[src/rtl/shiftreg.sv]
// Entropy extractor: rotates a sampled word by `count`, folds the parity of its low half
// into a history register. Optional SHIFTREG_FAST_SHIFT_EN does the rotate in one edge.
module shiftreg #(
    parameter int M_WIDTH     = 3,
    parameter int INPUT_WIDTH = 10
) (
    input  logic                   clk,
    input  logic                   rst,
    input  logic [INPUT_WIDTH-1:0] in,
    input  logic [M_WIDTH-1:0]     count,
    input  logic                   start_shift,
    output logic                   done_shift,
    output logic [M_WIDTH-1:0]     random_out,
    output logic                   done_upcount
);

    localparam int H     = INPUT_WIDTH / 2;
    localparam int IDX_W = (H > 1) ? $clog2(H) : 1;

    // Handshake: start_shift is a level request sampled only in IDLE; once accepted the
    // operation runs to completion regardless of start_shift, in or count. done_shift
    // marks the end of the rotate phase and stays high until DONE exits; done_upcount
    // pulses for the single DONE cycle in which random_out carries the new bit.
    typedef enum logic [1:0] {
        IDLE    = 2'd0,
        SHIFT   = 2'd1,
        UPCOUNT = 2'd2,
        DONE    = 2'd3
    } state_t;

    state_t                 state;
    state_t                 state_next;
    logic [INPUT_WIDTH-1:0] shreg;
    logic [INPUT_WIDTH-1:0] shreg_next;
    logic [M_WIDTH-1:0]     rem;
    logic [M_WIDTH-1:0]     rem_next;
    logic [M_WIDTH-1:0]     last;
    logic [M_WIDTH-1:0]     last_next;
    logic                   last_valid;
    logic                   last_valid_next;
    logic [IDX_W-1:0]       idx;
    logic [IDX_W-1:0]       idx_next;
    logic                   parity;
    logic                   parity_next;
    logic                   done_shift_next;
    logic                   done_upcount_next;
    logic [M_WIDTH-1:0]     random_next;
    logic                   bit_p;
    logic [M_WIDTH-1:0]     random_shifted;

`ifdef SHIFTREG_FAST_SHIFT_EN
    // Logarithmic rotator: stage b rotates right by 2**b (mod width) when n[b] is set.
    function automatic logic [INPUT_WIDTH-1:0] rotate_right(
        input logic [INPUT_WIDTH-1:0] x,
        input logic [M_WIDTH-1:0]     n
    );
        logic [INPUT_WIDTH-1:0]   r;
        logic [2*INPUT_WIDTH-1:0] d;
        r = x;
        for (int b = 0; b < M_WIDTH; b++) begin
            if (n[b]) begin
                d = {r, r};
                r = d[((2 ** b) % INPUT_WIDTH) +: INPUT_WIDTH];
            end
        end
        return r;
    endfunction
`endif

    assign bit_p = parity ^ shreg[idx];

    generate
        if (M_WIDTH == 1) begin : g_hist_single
            assign random_shifted = bit_p;
        end else begin : g_hist_multi
            assign random_shifted = {random_out[M_WIDTH-2:0], bit_p};
        end
    endgenerate

    always_ff @(posedge clk) begin
        if (!rst) begin
            state        <= IDLE;
            shreg        <= '0;
            rem          <= '0;
            last         <= '0;
            last_valid   <= 1'b0;
            idx          <= '0;
            parity       <= 1'b0;
            done_shift   <= 1'b0;
            done_upcount <= 1'b0;
            random_out   <= '0;
        end else begin
            state        <= state_next;
            shreg        <= shreg_next;
            rem          <= rem_next;
            last         <= last_next;
            last_valid   <= last_valid_next;
            idx          <= idx_next;
            parity       <= parity_next;
            done_shift   <= done_shift_next;
            done_upcount <= done_upcount_next;
            random_out   <= random_next;
        end
    end

    always_comb begin
        state_next        = state;
        shreg_next        = shreg;
        rem_next          = rem;
        last_next         = last;
        last_valid_next   = last_valid;
        idx_next          = idx;
        parity_next       = parity;
        done_shift_next   = done_shift;
        done_upcount_next = done_upcount;
        random_next       = random_out;

        case (state)
            IDLE: begin
                // A repeated request with the count of the last completed run is ignored.
                if (start_shift && (!last_valid || (count != last))) begin
                    shreg_next = in;
                    rem_next   = count;
                    last_next  = count;
                    state_next = SHIFT;
                end
            end
            SHIFT: begin
`ifdef SHIFTREG_FAST_SHIFT_EN
                shreg_next      = rotate_right(shreg, rem);
                rem_next        = '0;
                done_shift_next = 1'b1;
                idx_next        = '0;
                parity_next     = 1'b0;
                state_next      = UPCOUNT;
`else
                if (rem != '0) begin
                    shreg_next = {shreg[0], shreg[INPUT_WIDTH-1:1]};
                    rem_next   = rem - M_WIDTH'(1);
                end else begin
                    done_shift_next = 1'b1;
                    idx_next        = '0;
                    parity_next     = 1'b0;
                    state_next      = UPCOUNT;
                end
`endif
            end
            UPCOUNT: begin
                parity_next = bit_p;
                if (idx == IDX_W'(H - 1)) begin
                    random_next       = random_shifted;
                    done_upcount_next = 1'b1;
                    last_valid_next   = 1'b1;
                    state_next        = DONE;
                end else begin
                    idx_next = idx + IDX_W'(1);
                end
            end
            DONE: begin
                done_shift_next   = 1'b0;
                done_upcount_next = 1'b0;
                state_next        = IDLE;
            end
            default: begin
                state_next = IDLE;
            end
        endcase
    end

endmodule

[config.mk]
export PLATFORM = sky130hd
export DESIGN_NAME = shiftreg
export DESIGN_NICKNAME = d
export VERILOG_FILES = /design/src/rtl/shiftreg.sv
export SDC_FILE = /design/constraint.sdc
export NUM_CORES = 1
export LEC_CHECK = 0
export ABC_AREA = 1
export CORE_MARGIN = 2
export CORE_UTILIZATION = 45
export DETAILED_ROUTE_END_ITERATION = 7
export GPL_TIMING_DRIVEN = 1
export PLACE_DENSITY = 0.7
export SLEW_MARGIN = 20
export SYNTH_ARGS = -nofsm -noshare
export SYNTH_HDL_FRONTEND = slang
export SYNTH_SLANG_ARGS = --single-unit
export TNS_END_PERCENT = 5
[constraint.sdc]
create_clock -name clk -period 1.6 [get_ports clk]
set_input_delay 0.32 -clock clk [delete_from_list [all_inputs] [get_ports clk]]
set_output_delay 0.32 -clock clk [all_outputs]
set_load 0.02 [all_outputs]
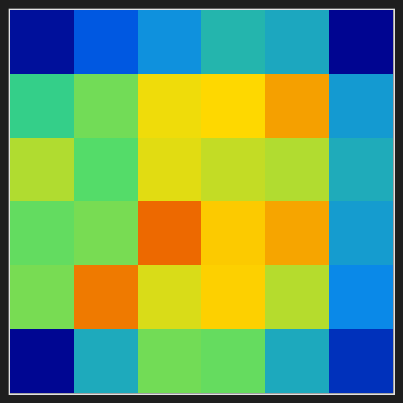
Figure 1: local utilization.
Drawn at 6 px/um. The die is cut into 6 by 6 equal tiles; dark blue is low, red is high, 0 to 100% covered.
The fullest tile reaches 88%. The emptiest ninth of the die: top left. The mean over all tiles is 51%. The densest ninth of the die: middle.

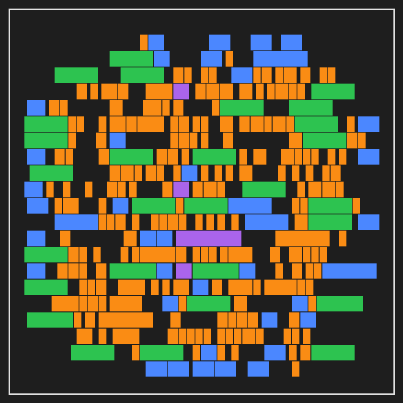
Figure 2: cell classes on the final placement.
Drawn at 6 px/um.
Key: purple = clock drivers and dummy loads [cells 4]; orange = combinational and other logic [cells 206]; blue = other buffers and delay cells [cells 40]; green = flops [cells 28]

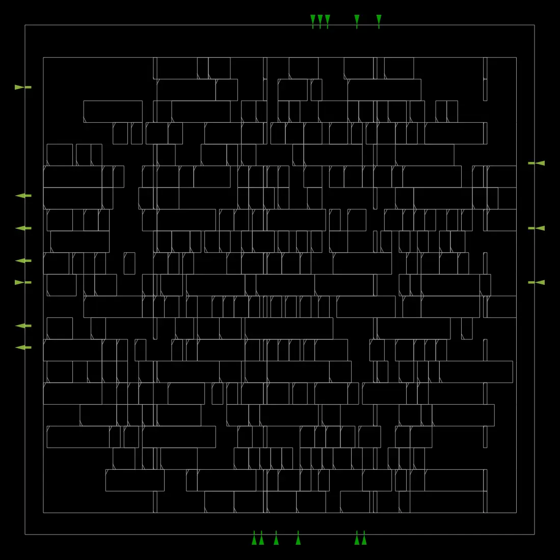
Figure 3: placement view.
layout filler cell count: 318
row cnt: 21
flip-flops: 28
Seq/total area: 26.45%
area of the core: 3390 um2

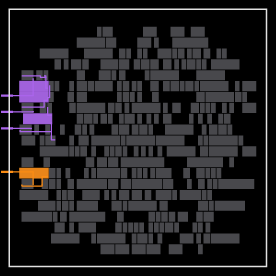
Figure 4: I/O nets highlighted.
Drawn at 4 px/um.
Key: purple = random_out [bits 3, direction output, end cells 3, wire 59.1 um]; orange = done_shift [bits 1, direction output, end cells 1, wire 17.7 um]

==> results.sh <==
# source this file to load flow results
export IMPL_cts_resized=8
export IMPL_regMostFlops="shreg"
export IMPL_die_width_um=63.91
export IMPL_vdd_ir_drop_worst_uv=1227
export IMPL_grt_overflow=0
export IMPL_cts_root_buf="clkbuf_4"
export IMPL_grt_pass1_vias=1373
export IMPL_max_slew_margin_pct=78.12
export IMPL_crit_type="register to register"
export IMPL_final_nets=304
export IMPL_worst_hold_slack_ns=0.4783
export IMPL_hold_viol=0
export IMPL_cts_buffers=3
export IMPL_fp_util_pct=47.66
export IMPL_drc_errors=0
export IMPL_io_buffer_count=20
export IMPL_cts_setup_buffers=0
export IMPL_largest_register_ffs=10
export IMPL_nNonClkBuffers=40
export IMPL_setup_viol=0
export IMPL_cp_top_family="flip-flops"
export IMPL_p_leak_nw=1.032
export IMPL_sequentialPower_mw=1.02
export IMPL_drive_above_1_share_pct=21.58
export IMPL_final_clk_cell_share_pct=2.458
export IMPL_track_usage_pct=17.58
export IMPL_comb_power_share_pct=63.5
export IMPL_place_hpwl_mm=2.418
export IMPL_non_clock_inverter_count=35
export IMPL_post_place_ws_ns=-0.1542
export IMPL_ys_warn_count=0
export IMPL_warnings=33
export IMPL_fin_ws_ns=0.05877
export IMPL_comb_cells=171
export IMPL_area_dominant_class="logic gates"
export IMPL_crit_chain="inv_1, ha_1, inv_1, a21oi_4, nand2_4, clkbuf_16, nor2_1, nor2_1"
export IMPL_ys_cells=240
export IMPL_synth_cells=240
export IMPL_vias_per_cell=4.753
export IMPL_place_congestion=0.8281
export IMPL_worstHoldPathType="register to register"
export IMPL_comb_area_um2=914.6
export IMPL_p_sw_mw=1.706
export IMPL_post_route_util_pct=63.09
export IMPL_cts_tree="built"
export IMPL_synthToLayoutAreaGrowth_pct=32.38
export IMPL_buffer_area_share_pct=19.49
export IMPL_switching_share_pct=41.58
export IMPL_drt_wirelength_per_cell_um=10.34
export IMPL_min_period_ns=1.541
export IMPL_antenna_diode_count=0
export IMPL_ys_ff=28
export IMPL_drt_total_wl_mm=3.349
export IMPL_grt_pass1_wl_mm=5.809
export IMPL_max_freq_ghz=0.6488
export IMPL_antenna_found_initial=0
export IMPL_insertion_delay_ns=0.35
export IMPL_top_cells_by_area="dfxtp_1 35%, nand2_1 14%, inv_1 7.7%"
export IMPL_grt_start_max_net_pins=22
export IMPL_drt_iter0_drc=93
export IMPL_worstMarginPinSlew_ns=0.3247
export IMPL_num_clock_buffers=3
export IMPL_ys_seq_share_pct=34.70
export IMPL_syn_area_um2=1615
export IMPL_crit_buf_inv=3
export IMPL_top_area_cell="dfxtp_1"
export IMPL_worstSetupEndpointType="register"
export IMPL_fin_cells=324
export IMPL_die_h_um=63.91
export IMPL_power_mw=4.102
export IMPL_syn_num_nets=265
export IMPL_enable_flop_cells=0
export IMPL_simple_gate_area_share_pct=34.00
export IMPL_postPlaceCellArea_um2=1992
export IMPL_numClockSinks=28
export IMPL_adder_share_pct=6.971
export IMPL_yosysTopAreaCellShare_pct=34.70
export IMPL_synthMuxAreaShare_pct=0
export IMPL_placed_cells=317
export IMPL_crit_required_ns=1.85
export IMPL_finalSetupTns_ns=0
export IMPL_nWellTaps=46
export IMPL_layout_top_cell="nand2_1"
export IMPL_finalMaxSlewViolations=0
export IMPL_pg_clk_uw=476
export IMPL_fin_area_um2=2138
export IMPL_cts_htree_levels=1
export IMPL_ff_type="dfxtp_1"
export IMPL_fin_crit_sh_pct=96.33
export IMPL_cts_buffer_depth=2
export IMPL_most_common_layout_cells="60 x nand2_1, 31 x inv_1, 25 x nor2_1, 24 x dfxtp_1, 18 x o21ai_0"
export IMPL_power_density_nw_per_um2=1918
export IMPL_arrival_ns=1.79
export IMPL_clockPowerShare_pct=11.6
export IMPL_pwr_share_seq_pct=24.9
export IMPL_first_pass_iters=4
export IMPL_critPathSlowestCell="dfxtp_2"
export IMPL_ys_top_cells_by_count="61 x nand2_1, 33 x inv_1, 28 x dfxtp_1, 27 x nor2_1, 18 x o21ai_0"
export IMPL_synth_distinct_cells=23
export IMPL_rsz0062_at_grt="yes"
export IMPL_comb_power_mw=2.60
export IMPL_via_count=1540
export IMPL_die_area_um2=4084
export IMPL_drv_cap=0
export IMPL_status="finished, final reports clean"
export IMPL_cp_max_fo=5
==> routing by layer <==
metal | share of wire, % | wire [um] | global-route usage (%)
met5 | 0 | 0 | 0
met4 | 1.6 | 53 | 7.337
met3 | 3.7 | 125 | 2.113
met1 | 48 | 1597 | 23.52
met2 | 47 | 1572 | 28.52
==> worst min-delay path, cell delays in order (launching register included) <==
cell and delay [ns]:
dfxtp_1 0.34, nand2_1 0.06, a21oi_1 0.06
==> path summary, 6_finish.rpt <==
kind / end / start / slack (ns) / depth (start not counted)
min: random_out[2] / random_out[2] / 0.48 / 2
max: rem[1] / state[1] / 0.06 / 8
max reg2reg: rem[1] / state[1] / 0.06 / 8
min reg2reg: random_out[2] / random_out[2] / 0.48 / 2
